## src/rtl/mmio_gpio_pkg.sv

```systemverilog
// Shared constants and helpers for the mmio_gpio block: register offsets and
// debounce counter sizing.
package mmio_gpio_pkg;

  // Register offsets relative to BASE_ADDR
  localparam logic [1:0] OFF_OUT  = 2'd0;
  localparam logic [1:0] OFF_IN   = 2'd1;
  localparam logic [1:0] OFF_EDGE = 2'd2;
  localparam logic [1:0] OFF_MASK = 2'd3;

  // Number of byte addresses decoded by the block
  localparam int unsigned REG_SPAN = 4;

  // Width of a counter that can hold 0..cycles
  function automatic int unsigned cnt_width(input int unsigned cycles);
    return (cycles < 1) ? 1 : $clog2(cycles + 1);
  endfunction

endpackage

```

## src/rtl/gpio_debounce.sv

```systemverilog
// One input bit: SYNC_STAGES-deep synchroniser, polarity fix-up and, when
// MMIO_GPIO_DEBOUNCE_EN is defined, a stability counter. rise_o_c pulses on
// the cycle whose clock edge moves the stable value from 0 to 1.
module gpio_debounce #(
  parameter int unsigned SYNC_STAGES = 2,
  parameter bit          ACTIVE_LOW  = 1'b1
`ifdef MMIO_GPIO_DEBOUNCE_EN
  , parameter int unsigned DEBOUNCE_CYCLES = 16
`endif
) (
  input  logic clk,
  input  logic reset,
  input  logic pin_i,
  output logic stable_o,
  output logic rise_o_c
);

  // Raw pin level that corresponds to the inactive logical level
  localparam logic RAW_IDLE = ACTIVE_LOW;

  logic [SYNC_STAGES-1:0] sync_q;
  logic [SYNC_STAGES-1:0] sync_d;
  logic                   sync_lvl;

  // Shift the raw pin into the synchroniser chain
  always_comb begin
    sync_d = {sync_q[SYNC_STAGES-2:0], pin_i};
  end

  // Synchroniser flops start at the inactive level so release is edge-free
  always_ff @(posedge clk or negedge reset) begin
    if (!reset) sync_q <= {SYNC_STAGES{RAW_IDLE}};
    else        sync_q <= sync_d;
  end

  assign sync_lvl = sync_q[SYNC_STAGES-1] ^ ACTIVE_LOW;

`ifdef MMIO_GPIO_DEBOUNCE_EN
  import mmio_gpio_pkg::*;

  localparam int unsigned      CNT_W    = cnt_width(DEBOUNCE_CYCLES);
  localparam logic [CNT_W-1:0] CNT_LAST = CNT_W'(DEBOUNCE_CYCLES - 1);

  logic [CNT_W-1:0] cnt_q;
  logic [CNT_W-1:0] cnt_d;
  logic             stable_q;
  logic             stable_d;

  // Count consecutive disagreeing cycles; adopt the new level on the last one
  always_comb begin
    cnt_d    = '0;
    stable_d = stable_q;
    rise_o_c = 1'b0;
    if (sync_lvl != stable_q) begin
      if (cnt_q == CNT_LAST) begin
        stable_d = sync_lvl;
        rise_o_c = sync_lvl;
      end else begin
        cnt_d = cnt_q + 1'b1;
      end
    end
  end

  // Stable level and counter state
  always_ff @(posedge clk or negedge reset) begin
    if (!reset) begin
      cnt_q    <= '0;
      stable_q <= 1'b0;
    end else begin
      cnt_q    <= cnt_d;
      stable_q <= stable_d;
    end
  end

  assign stable_o = stable_q;
`else
  // Without debouncing the last synchroniser flop is the stable value
  assign stable_o = sync_lvl;
  assign rise_o_c = (sync_q[SYNC_STAGES-2] ^ ACTIVE_LOW) & ~sync_lvl;
`endif

endmodule

```

## src/rtl/mmio_gpio.sv

```systemverilog
// Memory-mapped GPIO: OUT/IN/EDGE/MASK registers at BASE_ADDR..BASE_ADDR+3,
// registered loads, rising-edge capture with W1C and a level interrupt.
// Define MMIO_GPIO_DEBOUNCE_EN to build per-bit debounce counters.
module mmio_gpio
  import mmio_gpio_pkg::*;
#(
  parameter logic [31:0]     BASE_ADDR       = 32'h0000_007A,
  parameter int unsigned     OUT_W           = 6,
  parameter int unsigned     IN_W            = 1,
  parameter int unsigned     SYNC_STAGES     = 2,
  parameter int unsigned     DEBOUNCE_CYCLES = 16,
  parameter logic [OUT_W-1:0] OUT_RESET      = '1,
  parameter bit              IN_ACTIVE_LOW   = 1'b1
) (
  input  logic             clk,
  input  logic             reset,
  input  logic [31:0]      addr,
  input  logic [31:0]      wdata,
  input  logic             mem_read,
  input  logic             mem_write,
  output logic             hit,
  output logic [31:0]      rdata,
  input  logic [IN_W-1:0]  i_pins,
  output logic [OUT_W-1:0] o_pins,
  output logic             irq
);

  // Elaboration-time parameter range checks
  if (OUT_W < 1 || OUT_W > 32) begin : g_chk_out_w
    $error("mmio_gpio: OUT_W out of range");
  end
  if (IN_W < 1 || IN_W > 32) begin : g_chk_in_w
    $error("mmio_gpio: IN_W out of range");
  end
  if (SYNC_STAGES < 2) begin : g_chk_sync
    $error("mmio_gpio: SYNC_STAGES must be at least 2");
  end
  if (DEBOUNCE_CYCLES < 1) begin : g_chk_deb
    $error("mmio_gpio: DEBOUNCE_CYCLES must be at least 1");
  end

  logic [31:0]      offs_c;
  logic [1:0]       sel_c;
  logic             wr_en_c;
  logic             rd_en_c;
  logic [IN_W-1:0]  in_stable;
  logic [IN_W-1:0]  rise_c;
  logic             unused_wdata;

  logic [OUT_W-1:0] out_q,   out_d;
  logic [IN_W-1:0]  edge_q,  edge_d;
  logic [IN_W-1:0]  mask_q,  mask_d;
  logic [31:0]      rdata_q, rdata_d;

  // Address decode; the wrapping subtract keeps the window exact near 2^32
  assign offs_c  = addr - BASE_ADDR;
  assign hit     = (offs_c < 32'(REG_SPAN));
  assign sel_c   = offs_c[1:0];
  assign wr_en_c = mem_write & hit;
  assign rd_en_c = mem_read & hit;

  assign unused_wdata = ^wdata;

  // Per-bit input conditioning
  for (genvar i = 0; i < IN_W; i++) begin : g_pin
    gpio_debounce #(
      .SYNC_STAGES (SYNC_STAGES),
      .ACTIVE_LOW  (IN_ACTIVE_LOW)
`ifdef MMIO_GPIO_DEBOUNCE_EN
      , .DEBOUNCE_CYCLES (DEBOUNCE_CYCLES)
`endif
    ) u_deb (
      .clk      (clk),
      .reset    (reset),
      .pin_i    (i_pins[i]),
      .stable_o (in_stable[i]),
      .rise_o_c (rise_c[i])
    );
  end

  // Register writes, W1C with edge-set priority, and load data from pre-write state
  always_comb begin
    out_d   = out_q;
    mask_d  = mask_q;
    edge_d  = edge_q;
    rdata_d = '0;
    if (wr_en_c && sel_c == OFF_OUT)  out_d  = wdata[OUT_W-1:0];
    if (wr_en_c && sel_c == OFF_MASK) mask_d = wdata[IN_W-1:0];
    if (wr_en_c && sel_c == OFF_EDGE) edge_d = edge_q & ~wdata[IN_W-1:0];
    edge_d = edge_d | rise_c;
    if (rd_en_c) begin
      case (sel_c)
        OFF_OUT:  rdata_d = 32'(out_q);
        OFF_IN:   rdata_d = 32'(in_stable);
        OFF_EDGE: rdata_d = 32'(edge_q);
        OFF_MASK: rdata_d = 32'(mask_q);
        default:  rdata_d = '0;
      endcase
    end
  end

  // Register state
  always_ff @(posedge clk or negedge reset) begin
    if (!reset) begin
      out_q   <= OUT_RESET;
      edge_q  <= '0;
      mask_q  <= '0;
      rdata_q <= '0;
    end else begin
      out_q   <= out_d;
      edge_q  <= edge_d;
      mask_q  <= mask_d;
      rdata_q <= rdata_d;
    end
  end

  assign o_pins = out_q;
  assign rdata  = rdata_q;
  assign irq    = |(edge_q & mask_q);

endmodule

```

## config.mk

```make
export PLATFORM = sky130hd
export DESIGN_NAME = mmio_gpio
export DESIGN_NICKNAME = d
export VERILOG_FILES = /design/src/rtl/mmio_gpio_pkg.sv /design/src/rtl/gpio_debounce.sv /design/src/rtl/mmio_gpio.sv
export SDC_FILE = /design/constraint.sdc
export NUM_CORES = 1
export LEC_CHECK = 0
export CORE_ASPECT_RATIO = 2
export CORE_UTILIZATION = 30
export DETAILED_ROUTE_END_ITERATION = 16
export PLACE_DENSITY = 0.77
export SETUP_SLACK_MARGIN = 0.05
export SYNTH_ARGS = -nofsm -noshare
export SYNTH_HDL_FRONTEND = slang
export SYNTH_SLANG_ARGS = --single-unit
```

## constraint.sdc

```tcl
create_clock -name clk -period 2.8 [get_ports clk]
set_clock_uncertainty 0.1 [all_clocks]
set_input_delay 0.28 -clock clk [delete_from_list [all_inputs] [get_ports clk]]
set_output_delay 0.28 -clock clk [all_outputs]
set_load 0.05 [all_outputs]
```

==> impl_metrics.xml, run 1 <==
<?xml version="1.0" encoding="UTF-8"?>
<metrics>
  <group name="worst_hold_path">
    <metric name="hp-class" unit="">reg -&gt; reg</metric>
    <metric name="hold_end" unit="">g_pin[0].u_deb.sync_q[1]</metric>
    <metric name="holdPathStages" unit="">0</metric>
  </group>
  <group name="sta">
    <metric name="timing.final.crit_period" unit="ns">2.680</metric>
    <metric name="slew-limit-headroom" unit="">0.5447</metric>
    <metric name="grt_setup_unrepaired" unit="">yes</metric>
    <metric name="drv_slew" unit="">0</metric>
    <metric name="worst_hold_slack" unit="ns">0.2633</metric>
    <metric name="fmax" unit="MHz">373.1</metric>
    <metric name="finalClockPeriodUsage" unit="">0.9572</metric>
    <metric name="totalNegativeSetupSlack" unit="ns">0</metric>
  </group>
  <group name="layout">
    <metric name="num_antenna_cells" unit="">0</metric>
    <metric name="design.final.nets" unit="">338</metric>
    <metric name="post_layout_nonfiller_instances" unit="">321</metric>
    <metric name="share_of_post_route_cells_with_drive_strength_above_1" unit="">0.4232</metric>
    <metric name="filler_cell_count" unit="">398</metric>
    <metric name="utilization" unit="">0.5795</metric>
    <metric name="layout.cell_area.non_filler" unit="sq mm">0.002564</metric>
  </group>
  <group name="setup_path">
    <metric name="crit_path_start_kind" unit="">primary input</metric>
    <metric name="end_kind" unit="">register</metric>
    <metric name="reg2regPathDepth" unit="">4</metric>
    <metric name="max_stage_delay" unit="ns">0.55</metric>
    <metric name="timing.rr.start" unit="">g_pin[0].u_deb.sync_q[1]</metric>
    <metric name="cp.depth" unit="">7</metric>
    <metric name="crit_path_start" unit="">addr[8]</metric>
    <metric name="setup.worst_path.end" unit="">mask_q</metric>
    <metric name="timing.critical_path.fanout_max" unit="">3</metric>
    <metric name="ff2ff_setup_slack" unit="ns">1.42</metric>
    <metric name="timing.critical_path.slowest_stage_cell" unit="">or4b_4</metric>
    <metric name="critical_path_rt" unit="ns">2.83</metric>
    <metric name="critPathKind" unit="">in -&gt; reg</metric>
  </group>
  <group name="power_and_ir_drop">
    <metric name="intPower" unit="uW">464.0</metric>
    <metric name="p_per_area" unit="mW/mm^2">273.2</metric>
    <metric name="power.share.sequential" unit="">0.335</metric>
    <metric name="power.largest_group" unit="">combinational logic</metric>
    <metric name="p_leak" unit="nW">1.027</metric>
    <metric name="comb_power_frac" unit="">0.382</metric>
    <metric name="power.share.clock" unit="">0.282</metric>
    <metric name="power_sequential" unit="uW">235</metric>
    <metric name="finalPower" unit="uW">700.4</metric>
    <metric name="power.share.switching" unit="">0.3375</metric>
    <metric name="power.switching" unit="uW">236.4</metric>
  </group>
  <group name="placed_design">
    <metric name="placed_cell_area" unit="sq mm">0.002220</metric>
    <metric name="post_placement_setup_slack" unit="ns">-0.5300</metric>
    <metric name="placement.io_buffers" unit="">56</metric>
    <metric name="gpl.final_weighted_congestion" unit="">0.9515</metric>
    <metric name="placedCellCount" unit="">307</metric>
  </group>
  <group name="floorplanning">
    <metric name="row_count" unit="">34</metric>
    <metric name="die_width" unit="um">50.29</metric>
    <metric name="chip_area" unit="sq mm">0.004957</metric>
    <metric name="design.core.area" unit="sq mm">0.004424</metric>
    <metric name="fp_util" unit="">0.3162</metric>
  </group>
  <group name="cts">
    <metric name="setup_repair_bufs_after_cts" unit="">6</metric>
    <metric name="cts_root_buf" unit="">clkbuf_8</metric>
    <metric name="cts.hold.buffers_added" unit="">0</metric>
    <metric name="tritoncts_num_sinks" unit="">16</metric>
    <metric name="htree_num_levels" unit="">1</metric>
    <metric name="clock_path_buffers" unit="">2</metric>
    <metric name="cts_tree" unit="">done</metric>
  </group>
  <group name="yosys">
    <metric name="yosys.area.top_type" unit="">dfstp_2</metric>
    <metric name="syn-instance-count" unit="">162</metric>
    <metric name="synth-edff-count" unit="">0</metric>
    <metric name="count_of_instantiated_cells_in_the_yosys_netlist" unit="">162</metric>
    <metric name="yosys_warnings" unit="">0</metric>
    <metric name="top_cell_type_by_instance_count_after_synthesis" unit="">buf_4</metric>
    <metric name="mean_cell_area_of_the_mapped_netlist" unit="sq um">8.635</metric>
    <metric name="top_cells_by_area" unit="">dfstp_2, dfrtp_1, buf_4</metric>
    <metric name="postSynth.topFlopCell" unit="">dfstp_2</metric>
    <metric name="yosysTopAreaCellShare" unit="">0.1503</metric>
    <metric name="synth.yosys.chip_area" unit="sq mm">0.001399</metric>
    <metric name="top_cells_by_count" unit="">buf_4, nor2_1, nor3_1</metric>
  </group>
  <group name="detailed_routing">
    <metric name="detailroute.via_count" unit="">1651</metric>
    <metric name="totalWireLength" unit="mm">4.778</metric>
    <metric name="detailroute.wirelength.met3" unit="um">261</metric>
    <metric name="route.met2.wl" unit="mm">2.696</metric>
    <metric name="ant_nets" unit="">0</metric>
    <metric name="drc_errors" unit="">0</metric>
    <metric name="detail_route.first_pass.iterations" unit="">4</metric>
  </group>
  <group name="outcome">
    <metric name="status" unit="">complete, no violations</metric>
  </group>
  <group name="global_route">
    <metric name="via_count_of_the_first_global_routing_pass" unit="">1632</metric>
    <metric name="grt_pass1_wl" unit="mm">7.348</metric>
    <metric name="grt_max_degree" unit="">17</metric>
    <metric name="global_route.usage.met2" unit="">0.3785</metric>
    <metric name="globalRoute.busiestLayer" unit="">met2</metric>
    <metric name="grt.met1_usage" unit="">0.1752</metric>
    <metric name="met3_usage" unit="">0.02315</metric>
  </group>
  <group name="job">
    <metric name="max-cap-violations" unit="">0</metric>
    <metric name="warnings" unit="">54</metric>
  </group>
</metrics>
-- run 1: cell usage in the layout (no fill, tap or decap), drive strengths merged, types with 2 or more instances in the layout --
cell / netlist / layout
nand3: 8 / 8
o32ai: 2 / 2
mux2: 7 / 7
dlygate4sd2: 0 / 9
nand3b: 2 / 2
a31oi: 2 / 2
nor3: 12 / 12
or4b: 3 / 3
clkdlybuf4s50: 0 / 37
nand4: 9 / 9
nor2b: 2 / 2
dfstp: 8 / 8
o211ai: 3 / 3
conb: 1 / 26
and3: 3 / 3
or4: 3 / 3
nor4: 6 / 6
inv: 4 / 4
nor2: 12 / 12
o21ai: 6 / 6
nand2: 7 / 7
o31a: 2 / 2
buf: 27 / 51
clkbuf: 1 / 7
dlymetal6s2s: 0 / 3
or3: 3 / 3
dfrtp: 8 / 8
nand2b: 3 / 3
a2111oi: 2 / 2
-- run 1: state kept, by name (all words and copies together), names as in the netlist --
register	count
edge_q	1
g_pin.u_deb.sync_q	2
mask_q	1
o_pins	6
rdata	6
-- run 1: area by class of cell --
class / instances / area [sq um] / share of cell area
Timing Repair Buffer: 104 / 930.9 / 0.3631
Tap cell: 54 / 67.56 / 0.02635
Clock buffer: 4 / 55.05 / 0.02147
Sequential cell: 16 / 410.4 / 0.1601
Inverter: 4 / 22.52 / 0.008785
Multi-Input combinational cell: 139 / 1077 / 0.4202
-- run 1: cells by family (layout without fill, tap and decap cells) --
kind of cell / count (synthesis) / count (layout) / share of synthesized area
flops: 16 / 16 / 0.2934
simple gates: 78 / 78 / 0.3193
other cells: 1 / 26 / 0.002681
compound gates: 25 / 25 / 0.1404
fa+ha+maj: 1 / 1 / 0.008943
xor+xnor: 1 / 1 / 0.006262
mux: 8 / 8 / 0.07245
buf+inv: 32 / 112 / 0.1565
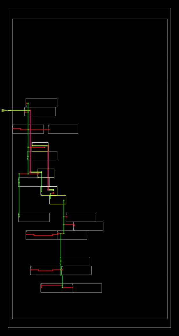
Run 1: clock routing
clock buffers created by TritonCTS: 3
clock-net power: 198 uW

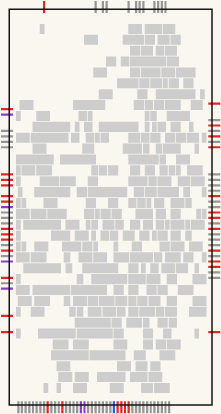
Run 1: I/O pins on the die edge
Drawn at 4 px/um. Pins as bars across the die edge, other pins in gray.
Key: purple = `o_pins` [pins 6, direction output, edge 4 left, 2 bottom]; blue = `hit` [pins 1, direction output, edge bottom]; red = `rdata` [pins 32, direction output, edge 13 left, 12 right, 6 bottom, 1 top]
All pins by edge: 42 bottom, 28 right, 27 left, 12 top.

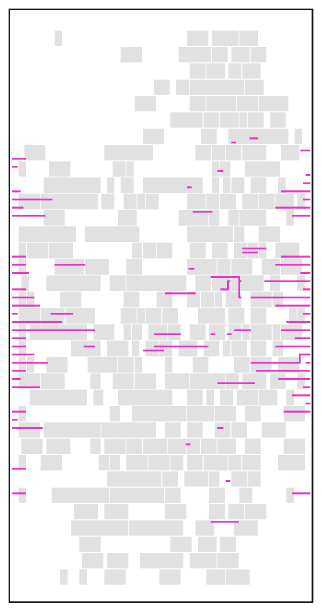
Run 1: M3 wires
Drawn at 6 px/um. Cells faint in the background.
The layer carries 261 um of wire. The layer holds 5.5% of the routed length.

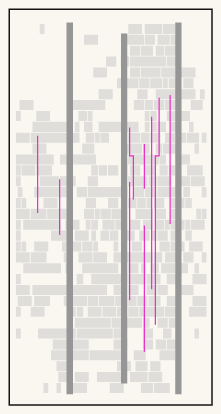
Run 1: metal 4
Drawn at 4 px/um. Supply wires on this layer in gray. Cells faint in the background.
The layer holds 5.3% of the routed length. The layer carries 255 um of wire. The wires run mostly vertical. 9 nets have wire on it.

==> run 2: changes to the inputs <==
--- a/config.mk
+++ b/config.mk
@@ -5,6 +5,7 @@
 export SDC_FILE = /design/constraint.sdc
 export NUM_CORES = 1
 export LEC_CHECK = 0
+export CAP_MARGIN = 20
 export CORE_ASPECT_RATIO = 2
 export CORE_UTILIZATION = 30
 export DETAILED_ROUTE_END_ITERATION = 16
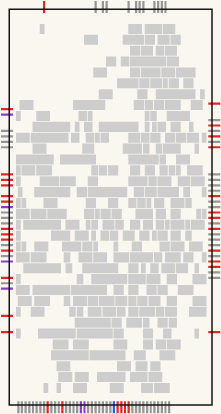
Run 2: I/O pins on the die edge
Drawn at 4 px/um. Pins as bars across the die edge, other pins in gray.
Key: blue = `hit` [pins 1, direction output, edge bottom]; purple = `o_pins` [pins 6, direction output, edge 4 left, 2 bottom]; red = `rdata` [pins 32, direction output, edge 13 left, 12 right, 6 bottom, 1 top]
All pins by edge: 42 bottom, 28 right, 27 left, 12 top.

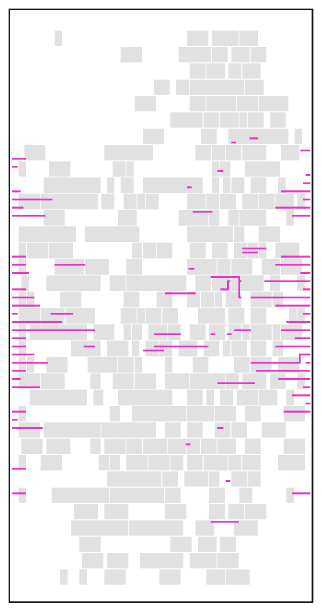
Run 2: M3 wires
Drawn at 6 px/um. Cells faint in the background.
The layer holds 5.5% of the routed length. The wires run mostly horizontal. The layer carries 261 um of wire.

==> run 2 against run 1 <==
Against the previous run: total power is the same; first-iteration DRC count is the same; routed wire length is the same; die area is the same; sequential cell count is the same.
==> impl_metrics.xml, run 2 <==
<?xml version="1.0" encoding="UTF-8"?>
<metrics>
  <group name="floorplanning">
    <metric name="die_width" unit="um">50.29</metric>
    <metric name="chip_area" unit="sq mm">0.004957</metric>
    <metric name="fp_util" unit="">0.3162</metric>
    <metric name="row_count" unit="">34</metric>
    <metric name="design.core.area" unit="sq mm">0.004424</metric>
  </group>
  <group name="placed_design">
    <metric name="placed_cell_area" unit="sq mm">0.002220</metric>
    <metric name="placement.io_buffers" unit="">56</metric>
    <metric name="placedCellCount" unit="">307</metric>
    <metric name="post_placement_setup_slack" unit="ns">-0.5300</metric>
    <metric name="gpl.final_weighted_congestion" unit="">0.9515</metric>
  </group>
  <group name="yosys">
    <metric name="synth_flop_count" unit="">16</metric>
    <metric name="yosys.area.top_type" unit="">dfstp_2</metric>
    <metric name="synth-edff-count" unit="">0</metric>
    <metric name="yosysTopAreaCellShare" unit="">0.1503</metric>
    <metric name="top_cell_type_by_instance_count_after_synthesis" unit="">buf_4</metric>
    <metric name="synth.yosys.chip_area" unit="sq mm">0.001399</metric>
    <metric name="count_of_instantiated_cells_in_the_yosys_netlist" unit="">162</metric>
    <metric name="syn-instance-count" unit="">162</metric>
    <metric name="postSynth.topFlopCell" unit="">dfstp_2</metric>
    <metric name="mean_cell_area_of_the_mapped_netlist" unit="sq um">8.635</metric>
    <metric name="top_cells_by_area" unit="">dfstp_2, dfrtp_1, buf_4</metric>
    <metric name="yosys_warnings" unit="">0</metric>
  </group>
  <group name="worst_hold_path">
    <metric name="holdPathStages" unit="">0</metric>
    <metric name="hold_end" unit="">g_pin[0].u_deb.sync_q[1]</metric>
    <metric name="hp-class" unit="">reg -&gt; reg</metric>
  </group>
  <group name="detailed_routing">
    <metric name="detailroute.via_count" unit="">1651</metric>
    <metric name="ant_nets" unit="">0</metric>
    <metric name="drc_errors" unit="">0</metric>
    <metric name="routed_via_density" unit="">5.143</metric>
    <metric name="totalWireLength" unit="mm">4.778</metric>
    <metric name="detail_route.first_pass.iterations" unit="">4</metric>
  </group>
  <group name="sta">
    <metric name="drv_slew" unit="">0</metric>
    <metric name="timing.final.crit_period" unit="ns">2.680</metric>
    <metric name="finalClockPeriodUsage" unit="">0.9572</metric>
    <metric name="fmax" unit="MHz">373.1</metric>
    <metric name="timing.final.setup_violations" unit="">0</metric>
    <metric name="totalNegativeSetupSlack" unit="ns">0</metric>
    <metric name="worst_hold_slack" unit="ns">0.2633</metric>
    <metric name="grt_setup_unrepaired" unit="">yes</metric>
  </group>
  <group name="global_route">
    <metric name="via_count_of_the_first_global_routing_pass" unit="">1632</metric>
    <metric name="grt_pass1_wl" unit="mm">7.348</metric>
    <metric name="grt_max_degree" unit="">17</metric>
  </group>
  <group name="power_and_ir_drop">
    <metric name="finalPower" unit="uW">700.4</metric>
    <metric name="p_per_area" unit="mW/mm^2">273.2</metric>
    <metric name="p_leak" unit="nW">1.027</metric>
  </group>
  <group name="setup_path">
    <metric name="max_stage_delay" unit="ns">0.55</metric>
    <metric name="ff2ff_setup_slack" unit="ns">1.42</metric>
    <metric name="cp.depth" unit="">7</metric>
    <metric name="timing.rr.start" unit="">g_pin[0].u_deb.sync_q[1]</metric>
    <metric name="crit_path_start_kind" unit="">primary input</metric>
    <metric name="crit-reg2reg-capture" unit="">rdata[0]</metric>
    <metric name="critPathKind" unit="">in -&gt; reg</metric>
    <metric name="reg2regPathDepth" unit="">4</metric>
    <metric name="timing.critical_path.slowest_stage_cell" unit="">or4b_4</metric>
    <metric name="critical_path_rt" unit="ns">2.83</metric>
    <metric name="timing.critical_path.fanout_max" unit="">3</metric>
    <metric name="end_kind" unit="">register</metric>
  </group>
  <group name="layout">
    <metric name="post_layout_nonfiller_instances" unit="">321</metric>
    <metric name="utilization" unit="">0.5795</metric>
    <metric name="lay_top_count" unit="">buf_4</metric>
    <metric name="filler_cell_count" unit="">398</metric>
    <metric name="share_of_post_route_cells_with_drive_strength_above_1" unit="">0.4232</metric>
    <metric name="layout.cell_area.non_filler" unit="sq mm">0.002564</metric>
    <metric name="design.final.nets" unit="">338</metric>
    <metric name="num_antenna_cells" unit="">0</metric>
    <metric name="area_delta_synth_final" unit="%">83.27</metric>
  </group>
  <group name="outcome">
    <metric name="status" unit="">complete, no violations</metric>
  </group>
  <group name="cts">
    <metric name="cts_root_buf" unit="">clkbuf_8</metric>
    <metric name="clock.latency.late_pin" unit="ns">0.24</metric>
    <metric name="cts_made_buffers" unit="">3</metric>
    <metric name="clock_path_buffers" unit="">2</metric>
    <metric name="tritoncts_num_sinks" unit="">16</metric>
    <metric name="htree_num_levels" unit="">1</metric>
    <metric name="cts.hold.buffers_added" unit="">0</metric>
    <metric name="cts_tree" unit="">done</metric>
  </group>
  <group name="job">
    <metric name="max-cap-violations" unit="">0</metric>
    <metric name="warnings" unit="">54</metric>
  </group>
</metrics>
run 2: cell counts after synthesis:
Identical to the previous run, type by type.
run 2: how the worst max path moves through the flow:
stage,slack (ns),start,to
4_1_cts,0.04,addr[15],hit
2_1_floorplan,0.14,addr[1],hit
3_5_place_dp,-0.53,addr[1],hit
5_1_grt,0.03,addr[23],rdata[1]
6_report,0.12,addr[8],mask_q
3_3_place_gp,-0.56,addr[1],hit
run 2: repair_timing:
item | in CTS | in global routing
setup endpoints to repair | 15 | 15
pin swaps | 15 | 18
gates resized | 49 | 34
setup buffers | 6 | 4
run 2: cell type report:
| type | instances | area (sq um) | area share |
|---|---|---|---|
| Timing Repair Buffer | 104 | 930.9 | 0.3631 |
| Tap cell | 54 | 67.56 | 0.02635 |
| Sequential cell | 16 | 410.4 | 0.1601 |
| Multi-Input combinational cell | 139 | 1077 | 0.4202 |
| Inverter | 4 | 22.52 | 0.008785 |
| Clock buffer | 4 | 55.05 | 0.02147 |
run 2: kinds of logic after synthesis:
kind of cell,Yosys count,synth area share
AND/OR/NAND/NOR,78,0.3193
buffers and inverters,32,0.1565
AND-OR/OR-AND,25,0.1404
flip-flops,16,0.2934
multiplexers,8,0.07245
adder cells (fa/ha/maj),1,0.008943
other,1,0.002681
XOR/XNOR,1,0.006262
run 2: layer usage:
layer,GRT usage,share of wire,vias to the layer above
met5,0,0,-
met4,0.1187,0.053,0
met3,0.02315,0.055,19
met2,0.3785,0.56,89
met1,0.1752,0.33,768
li1,-,-,775
run 2: power by group:
group          switching [mW]  internal (mW)  leakage [nW]
clock                  0.0732          0.124        0.0288
sequential           0.000615          0.234         0.189
combinational           0.163          0.105         0.809
total                   0.236          0.464          1.03
Run 2, metal 4:
Drawn at 4 px/um. Supply wires on this layer in gray. Cells faint in the background.
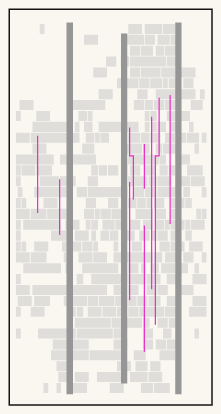

==> run 3: changes to the inputs <==
--- a/config.mk
+++ b/config.mk
@@ -10,6 +10,7 @@
 export CORE_UTILIZATION = 30
 export DETAILED_ROUTE_END_ITERATION = 16
 export PLACE_DENSITY = 0.77
+export RECOVER_POWER = 100
 export SETUP_SLACK_MARGIN = 0.05
 export SYNTH_ARGS = -nofsm -noshare
 export SYNTH_HDL_FRONTEND = slang
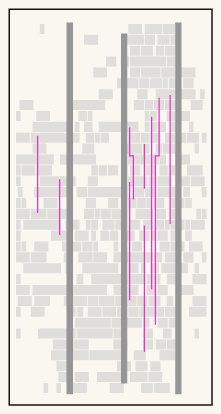
Run 3: metal 4
Drawn at 4 px/um. Supply wires on this layer in gray. Cells faint in the background.
The layer holds 5.4% of the routed length. 9 nets have wire on it. The wires run mostly vertical.

==> run 3 against run 2 <==
Against the previous run: non-clock buffer count unchanged; routed wire length decreased by 0.46%; critical path type unchanged; highest routed layer unchanged; largest power group unchanged; critical path depth unchanged; sequential share of layout area about the same; critical endpoint unchanged; synthesized area unchanged.
==> impl_metrics.xml, run 3 <==
<?xml version="1.0" encoding="UTF-8"?>
<metrics>
  <group name="yosys">
    <metric name="fa_ha_area_frac" unit="">0.008945</metric>
    <metric name="postSynth.topFlopCell" unit="">dfstp_2</metric>
    <metric name="yosys-dominant-comb-family" unit="">simple AND/OR/NAND/NOR gates</metric>
    <metric name="top_cells_by_area" unit="">dfstp_2, dfrtp_1, buf_4</metric>
    <metric name="syn-instance-count" unit="">162</metric>
    <metric name="synth.yosys.chip_area" unit="sq mm">0.001399</metric>
    <metric name="xor_area_frac" unit="">0.006261</metric>
    <metric name="mean_cell_area_of_the_mapped_netlist" unit="sq um">8.635</metric>
    <metric name="synth-edff-count" unit="">0</metric>
    <metric name="yosysTopAreaCellShare" unit="">0.1503</metric>
    <metric name="synth_flop_count" unit="">16</metric>
    <metric name="synth.area.mux_share" unit="">0.07245</metric>
    <metric name="yosys.area.top_type" unit="">dfstp_2</metric>
    <metric name="yosys_warnings" unit="">0</metric>
    <metric name="count_of_instantiated_cells_in_the_yosys_netlist" unit="">162</metric>
    <metric name="top_cells_by_count" unit="">buf_4, nor2_1, nor3_1</metric>
    <metric name="yosys.area_share.simple" unit="">0.3193</metric>
  </group>
  <group name="job">
    <metric name="max-cap-violations" unit="">0</metric>
    <metric name="warnings" unit="">54</metric>
  </group>
  <group name="layout">
    <metric name="seq_area" unit="sq um">410.4</metric>
    <metric name="filler_cell_count" unit="">398</metric>
    <metric name="design.final.nets" unit="">338</metric>
    <metric name="area.combinational" unit="sq mm">0.001077</metric>
    <metric name="final_layout_top_logic_cells" unit="">buf_4, conb_1, clkdlybuf4s50_1, dlygate4sd3_1</metric>
    <metric name="lay_top_count" unit="">buf_4</metric>
    <metric name="area_delta_synth_final" unit="%">83.10</metric>
    <metric name="num_antenna_cells" unit="">0</metric>
  </group>
  <group name="global_route">
    <metric name="via_count_of_the_first_global_routing_pass" unit="">1632</metric>
    <metric name="met3_usage" unit="">0.02315</metric>
    <metric name="grt_pass1_wl" unit="mm">7.348</metric>
  </group>
  <group name="power_and_ir_drop">
    <metric name="power.share.switching" unit="">0.3377</metric>
    <metric name="finalPower" unit="uW">699.1</metric>
    <metric name="power.share.sequential" unit="">0.336</metric>
    <metric name="p_per_area" unit="mW/mm^2">273.0</metric>
    <metric name="power.share.clock" unit="">0.283</metric>
    <metric name="comb_power_frac" unit="">0.381</metric>
    <metric name="power.largest_group" unit="">combinational logic</metric>
    <metric name="power_clock" unit="uW">198</metric>
  </group>
  <group name="setup_path">
    <metric name="end_kind" unit="">register</metric>
    <metric name="timing.critical_path.fanout_max" unit="">3</metric>
    <metric name="critPathKind" unit="">in -&gt; reg</metric>
    <metric name="timing.critical_path.slowest_stage_cell" unit="">or4b_4</metric>
  </group>
  <group name="detailed_routing">
    <metric name="drc_errors" unit="">0</metric>
    <metric name="detail_route.first_pass.iterations" unit="">5</metric>
    <metric name="totalWireLength" unit="mm">4.756</metric>
    <metric name="detailroute.wirelength.met3" unit="um">251</metric>
    <metric name="routed_via_density" unit="">5.131</metric>
  </group>
  <group name="cts">
    <metric name="cts_made_buffers" unit="">3</metric>
    <metric name="cts_tree" unit="">done</metric>
    <metric name="clock.latency.late_pin" unit="ns">0.24</metric>
  </group>
  <group name="placed_design">
    <metric name="gpl.final_weighted_congestion" unit="">0.9515</metric>
    <metric name="placed_cell_area" unit="sq mm">0.002220</metric>
  </group>
  <group name="outcome">
    <metric name="status" unit="">complete, no violations</metric>
  </group>
  <group name="floorplanning">
    <metric name="fp_util" unit="">0.3162</metric>
    <metric name="die_width" unit="um">50.29</metric>
    <metric name="row_count" unit="">34</metric>
    <metric name="chip_area" unit="sq mm">0.004957</metric>
  </group>
  <group name="sta">
    <metric name="grt_setup_unrepaired" unit="">yes</metric>
    <metric name="slew-limit-headroom" unit="">0.5398</metric>
    <metric name="fmax" unit="MHz">373.2</metric>
    <metric name="timing.final.crit_period" unit="ns">2.680</metric>
    <metric name="timing.final.setup_violations" unit="">0</metric>
    <metric name="finalClockPeriodUsage" unit="">0.9571</metric>
    <metric name="drv_slew" unit="">0</metric>
  </group>
  <group name="worst_hold_path">
    <metric name="hp-class" unit="">reg -&gt; reg</metric>
  </group>
</metrics>
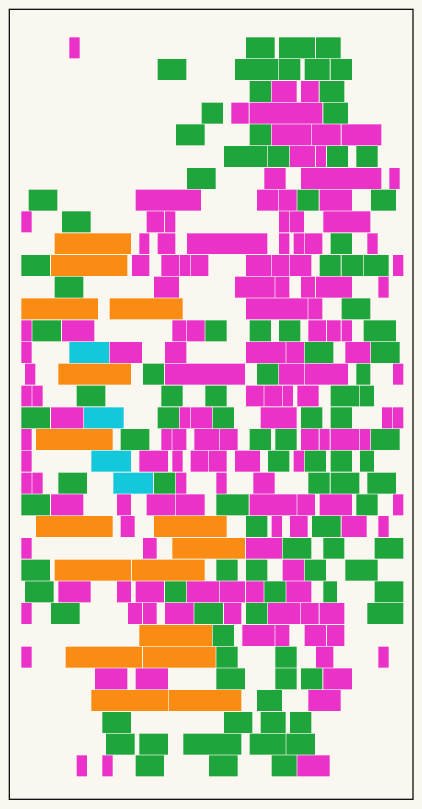
Run 3: cell classes on the final placement
Drawn at 8 px/um.
Key: orange = registers [cells 16]; cyan = clock drivers and dummy loads [cells 4]; magenta = remaining logic cells [cells 143]; green = remaining buffers and delay cells [cells 104]

run 3: cell counts after synthesis:
No cell type changed its count.
run 3: cell type report:
class,count,area share
clock buffer,4,0.02149
inverter,4,0.008793
multi-input combinational,139,0.4206
sequential,16,0.1602
tap,54,0.02638
timing repair buffer,104,0.3625
run 3: critical path, delay by kind of cell:
kind | cells | cell delay [ns]
and+or+nand+nor | 2 | 0.94
muxes | 1 | 0.37
AOI/OAI and AO/OA | 3 | 0.64
buffers and inverters | 1 | 0.48
run 3: metrics by stage:
stage / hold slack (ns) / instances / setup WS (ns) / setup TNS, ns / util
finish: 0.2633 / 321 / 0.1202 / 0 / 0.5789
global route: 0.2743 / 321 / 0.02545 / 0 / 0.5789
CTS: 0.2653 / 317 / 0.04087 / 0 / 0.5458
detailed placement: 0.2564 / 307 / -0.5300 / -6.245 / 0.5017
global placement: 0.2539 / 307 / -0.5572 / -6.277 / 0.5017
floorplan: -0.1156 / 187 / 0.1371 / 0 / -
run 3: path summary, 6_finish.rpt:
| check | cells after the start | start | slack (ns) | to |
|---|---|---|---|---|
| worst min-delay path | 0 | g_pin[0].u_deb.sync_q[0] | 0.26 | g_pin[0].u_deb.sync_q[1] |
| min in group asynchronous | 1 | reset | 0.42 | rdata[3] |
| worst max register to register | 4 | g_pin[0].u_deb.sync_q[1] | 1.42 | rdata[0] |
| max in group asynchronous | 1 | reset | 1.75 | mask_q |
| worst min register to register | 0 | g_pin[0].u_deb.sync_q[0] | 0.26 | g_pin[0].u_deb.sync_q[1] |
| worst max-delay path | 7 | addr[8] | 0.12 | mask_q |
run 3: what timing repair did:
action	4_1_cts	5_1_grt
setup buffers	6	4
gates resized	49	34
endpoints found under the setup margin	15	15
pin swaps	15	18
Power and IR drop assume default switching activity.
